--- config.mk ---
export PLATFORM = sky130hd
export DESIGN_NAME = alu_slice_sequencer
export DESIGN_NICKNAME = d
export VERILOG_FILES = /design/src/rtl/alu_seq_pkg.sv /design/src/rtl/arith_slice.sv /design/src/rtl/alu_slice_sequencer.sv
export SDC_FILE = /design/constraint.sdc
export NUM_CORES = 1
export LEC_CHECK = 0
export ABC_CLOCK_PERIOD_IN_PS = 34800
export CAP_MARGIN = 10
export CORE_MARGIN = 2
export CORE_UTILIZATION = 55
export CTS_CLUSTER_DIAMETER = 120
export DETAILED_ROUTE_END_ITERATION = 12
export GPL_TIMING_DRIVEN = 0
export PLACE_DENSITY = 0.95
export SLEW_MARGIN = 0
export SYNTH_ARGS = -nofsm -noshare
export SYNTH_HDL_FRONTEND = slang
export SYNTH_SLANG_ARGS = --single-unit
--- constraint.sdc ---
create_clock -name clk -period 34.8 [get_ports clk]
set_input_delay 5.22 -clock clk [delete_from_list [all_inputs] [get_ports clk]]
set_output_delay 5.22 -clock clk [all_outputs]
set_load 0.05 [all_outputs]
--- src/rtl/alu_seq_pkg.sv ---
// alu_seq_pkg
//   Shared types and helpers for the sliced ALU sequencer.
//   opsel_e       : operation select encoding.
//   state_e       : sequencer control states.
//   init_carry    : carry fed into the least-significant slice.
//   force_carry_0 : the operation suppresses every carry (PASS).
package alu_seq_pkg;

   typedef enum logic [2:0] {
      OP_ADD     = 3'b000,
      OP_ADDNOT  = 3'b001,
      OP_PASS    = 3'b010,
      OP_SUB     = 3'b011,
      OP_INC     = 3'b100,
      OP_DEC     = 3'b101,
      OP_ADDINC  = 3'b110,
      OP_ILLEGAL = 3'b111
   } opsel_e;

   typedef enum logic [1:0] {
      IDLE = 2'b00,
      RUN  = 2'b01,
      DONE = 2'b10
   } state_e;

   function automatic logic init_carry(input opsel_e op);
      return (op == OP_SUB) || (op == OP_INC) || (op == OP_ADDINC);
   endfunction

   function automatic logic force_carry_0(input opsel_e op);
      return (op == OP_PASS);
   endfunction

endpackage

--- src/rtl/arith_slice.sv ---
// arith_slice
//   Combinational SLICE_W-bit ripple adder with per-operation B selection.
//   a_slice  : operand A bits of this slice.
//   b_slice  : raw operand B bits of this slice.
//   cin      : carry into the slice LSB.
//   opsel    : operation select.
//   sum      : slice result.
//   cout     : carry out of the slice MSB.
//   c_msb_in : carry into the slice MSB (for signed overflow).
module arith_slice
   import alu_seq_pkg::*;
#(
   parameter int unsigned SLICE_W = 32
) (
   input  logic [SLICE_W-1:0] a_slice,
   input  logic [SLICE_W-1:0] b_slice,
   input  logic               cin,
   input  opsel_e             opsel,
   output logic [SLICE_W-1:0] sum,
   output logic               cout,
   output logic               c_msb_in
);

   logic [SLICE_W-1:0] b_eff;
   logic               kill;
   logic               c;

   always_comb begin
      b_eff = '0;
      case (opsel)
         OP_ADD, OP_ADDINC: b_eff = b_slice;
         OP_ADDNOT, OP_SUB: b_eff = ~b_slice;
         OP_DEC:            b_eff = '1;
         default:           b_eff = '0;
      endcase
   end

   // PASS forces every carry to zero, so the chain degenerates to sum = A.
   always_comb begin
      kill     = force_carry_0(opsel);
      sum      = '0;
      c_msb_in = 1'b0;
      c        = cin & ~kill;
      for (int unsigned i = 0; i < SLICE_W; i++) begin
         if (i == SLICE_W - 1) c_msb_in = c;
         sum[i] = a_slice[i] ^ b_eff[i] ^ c;
         c      = ((a_slice[i] & b_eff[i]) | (c & (a_slice[i] ^ b_eff[i]))) & ~kill;
      end
      cout = c;
   end

endmodule

--- src/rtl/alu_slice_sequencer.sv ---
// alu_slice_sequencer
//   Computes a WIDTH-bit arithmetic op by running one SLICE_W-bit slice over
//   WIDTH/SLICE_W cycles, LSB slice first, carry held in a register.
//   clk, rst_n             : clock (rising edge), async active-low reset.
//   req_valid/req_ready    : request handshake; req_opsel, req_a, req_b payload.
//   rsp_valid/rsp_ready    : response handshake.
//   rsp_result, rsp_cout,
//   rsp_ovf, rsp_err       : result, MSB carry, signed overflow, illegal op.
module alu_slice_sequencer
   import alu_seq_pkg::*;
#(
   parameter int unsigned WIDTH   = 128,
   parameter int unsigned SLICE_W = 32
) (
   input  logic             clk,
   input  logic             rst_n,
   input  logic             req_valid,
   output logic             req_ready,
   input  logic [2:0]       req_opsel,
   input  logic [WIDTH-1:0] req_a,
   input  logic [WIDTH-1:0] req_b,
   output logic             rsp_valid,
   input  logic             rsp_ready,
   output logic [WIDTH-1:0] rsp_result,
   output logic             rsp_cout,
   output logic             rsp_ovf,
   output logic             rsp_err
);

   localparam int unsigned NSLICE = WIDTH / SLICE_W;
   localparam int unsigned IDX_W  = (NSLICE > 1) ? $clog2(NSLICE) : 1;
   localparam logic [IDX_W-1:0] LAST_IDX = IDX_W'(NSLICE - 1);

   state_e             state_q, state_d;
   logic [WIDTH-1:0]   a_q, a_d;
   logic [WIDTH-1:0]   b_q, b_d;
   opsel_e             op_q, op_d;
   logic [IDX_W-1:0]   idx_q, idx_d;
   logic               carry_q, carry_d;
   logic [WIDTH-1:0]   result_q, result_d;
   logic               cout_q, cout_d;
   logic               ovf_q, ovf_d;
   logic               err_q, err_d;

   logic [SLICE_W-1:0] s_sum;
   logic               s_cout;
   logic               s_cmsb;
   opsel_e             req_op;

   assign req_op = opsel_e'(req_opsel);

   arith_slice #(
      .SLICE_W (SLICE_W)
   ) u_slice (
      .a_slice  (a_q[idx_q*SLICE_W +: SLICE_W]),
      .b_slice  (b_q[idx_q*SLICE_W +: SLICE_W]),
      .cin      (carry_q),
      .opsel    (op_q),
      .sum      (s_sum),
      .cout     (s_cout),
      .c_msb_in (s_cmsb)
   );

   always_comb begin
      state_d  = state_q;
      a_d      = a_q;
      b_d      = b_q;
      op_d     = op_q;
      idx_d    = idx_q;
      carry_d  = carry_q;
      result_d = result_q;
      cout_d   = cout_q;
      ovf_d    = ovf_q;
      err_d    = err_q;
      case (state_q)
         IDLE: begin
            if (req_valid) begin
               a_d      = req_a;
               b_d      = req_b;
               op_d     = req_op;
               idx_d    = '0;
               carry_d  = init_carry(req_op);
               result_d = '0;
               cout_d   = 1'b0;
               ovf_d    = 1'b0;
               err_d    = (req_op == OP_ILLEGAL);
               state_d  = (req_op == OP_ILLEGAL) ? DONE : RUN;
            end
         end
         RUN: begin
            result_d[idx_q*SLICE_W +: SLICE_W] = s_sum;
            carry_d = s_cout;
            if (idx_q == LAST_IDX) begin
               cout_d  = s_cout;
               ovf_d   = s_cmsb ^ s_cout;
               state_d = DONE;
            end else begin
               idx_d = idx_q + 1'b1;
            end
         end
         DONE: begin
            if (rsp_ready) state_d = IDLE;
         end
         default: state_d = IDLE;
      endcase
   end

   always_ff @(posedge clk or negedge rst_n) begin
      if (!rst_n) begin
         state_q  <= IDLE;
         a_q      <= '0;
         b_q      <= '0;
         op_q     <= OP_ADD;
         idx_q    <= '0;
         carry_q  <= 1'b0;
         result_q <= '0;
         cout_q   <= 1'b0;
         ovf_q    <= 1'b0;
         err_q    <= 1'b0;
      end else begin
         state_q  <= state_d;
         a_q      <= a_d;
         b_q      <= b_d;
         op_q     <= op_d;
         idx_q    <= idx_d;
         carry_q  <= carry_d;
         result_q <= result_d;
         cout_q   <= cout_d;
         ovf_q    <= ovf_d;
         err_q    <= err_d;
      end
   end

   // Gated by rst_n so the front-end sees not-ready for the whole reset window.
   assign req_ready  = rst_n && (state_q == IDLE);
   assign rsp_valid  = (state_q == DONE);
   assign rsp_result = result_q;
   assign rsp_cout   = cout_q;
   assign rsp_ovf    = ovf_q;
   assign rsp_err    = err_q;

endmodule

==> images/logic_types.png <==
(2 px per µm)
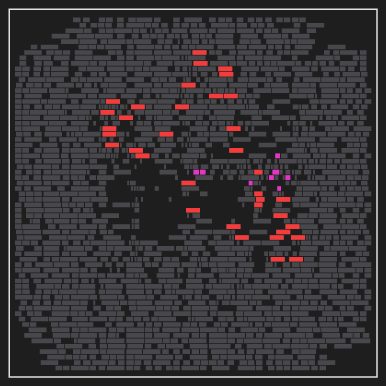
Key: red = fa/ha/maj cells [cells 36]; magenta = and/or cells [cells 8, where east]
Comb/total area: 0.304
Layout Cells excl Fill: 2,028
Commonest Layout Cell: dfrtp_1

==> images/placement.png <==
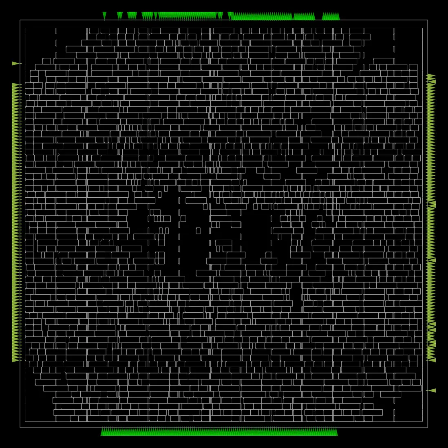
FFs & Latches: 395
Finished Core Util: 0.750

-- Yosys cell counts (2+ instances only) --
cell type / number / area share
a211o_1: 3 / 0.0015
a211oi_1: 30 / 0.013
a21o_1: 3 / 0.0013
a22o_1: 3 / 0.0015
and2b_1: 2 / 0.00085
buf_2: 48 / 0.014
buf_4: 4 / 0.0017
buf_6: 7 / 0.0045
clkbuf_1: 24 / 0.0051
dfrtp_1: 395 / 0.56
fa_1: 32 / 0.036
ha_1: 4 / 0.0028
inv_1: 35 / 0.0074
mux2_2: 261 / 0.17
mux2i_1: 2 / 0.0011
mux4_2: 64 / 0.082
nand2_1: 5 / 0.0011
nand2b_1: 34 / 0.012
nand3_1: 2 / 0.00057
nor2_1: 36 / 0.0077
nor3b_1: 5 / 0.0021
o2bb2ai_1: 106 / 0.053
o2bb2ai_2: 20 / 0.017
==> out/results.ini <==
[run_status]
outcome = complete, no violations

[placed_design]
gp_congestion = 0.865
placed_area_um2 = 22200

[floorplanning]
die_h_um = 183
ios = 396
die_area_um2 = 33500

[final_timing]
fin_crit_ns = 19.09
final_hold_viol_count = 0
rsz0062_at_grt = no
clock-skew-final_ns = 0.0148
max_freq_ghz = 0.0524
whs_ns = 0.489
period_used_share = 0.548
setup_viol = 0

[yosys]
ys_warn_count = 0
ys_sh_aoi = 0.0889
synth_cell_types = 41
avgSynthCellArea_um2 = 15.4
fp_nets = 1442
async_flop_share = 1.00
synth_chip_area_um2 = 17600
mux_area_frac = 0.249
synth_top_flop_cell = dfrtp_1
logic_family = multiplexers
postSynthSeqShare = 0.560
syn-cell-area_um2 = 17600
syn_inst = 1143

[global_route]
grt_pass1_wl_um = 82300
grt_overflow = 0
grt_pass1_vias = 13400
antenna_found_initial = 15
grtUsageMet2 = 0.551
grt_util_met1 = 0.414
top_usage_layer = met2

[routing]
wl_um = 54000
met2WireLength_um = 26800
via_per_inst = 6.06
antenna_left = 0
drtPass1Iterations = 5
wl_met3_um = 3550
routed.top_layer = met5
drtIter0Drc = 727

[clock_network]
cts_tree = yes
cts_buffers = 41
clkLatencyLatePin_ns = 0.53
cts-resized-gates = 0
cts_setup_buffers = 0
path_clk_slew_ns = 0.06

[worst_setup_path]
r2r-end = rsp_result[63]
end_kind = register
cp.required_ns = 35.21
reg2reg_from = idx_q[0]
cp_slowest_cell = mux4_2
crit_fanout = 10
critPathLaunchType = register
cpLargestDelayFamily = adder cells
cp.depth = 70
critPathLaunch = idx_q[0]
critPathKind = reg2reg
max_stage_delay_ns = 0.54
r2r_setup_slack_ns = 15.71
cp_num_buf_inv = 3

[hold_path]
hold_start = rsp_result[85]
hp-class = reg2reg
hold-path-endpoint = rsp_result[85]

[finish]
clkCellAreaFrac = 0.0608
fin_area_um2 = 23700
most-common-layout-cells = dfrtp_1 (395), clkdlybuf4s50_1 (394), mux2_2 (261)
signal_buffers = 482
syn_to_final_growth_pct = 34.1
seq_share = 0.418
layout.nonclk_buf_frac = 0.190
drive_above_1_share = 0.296

[run]
warnings = 31

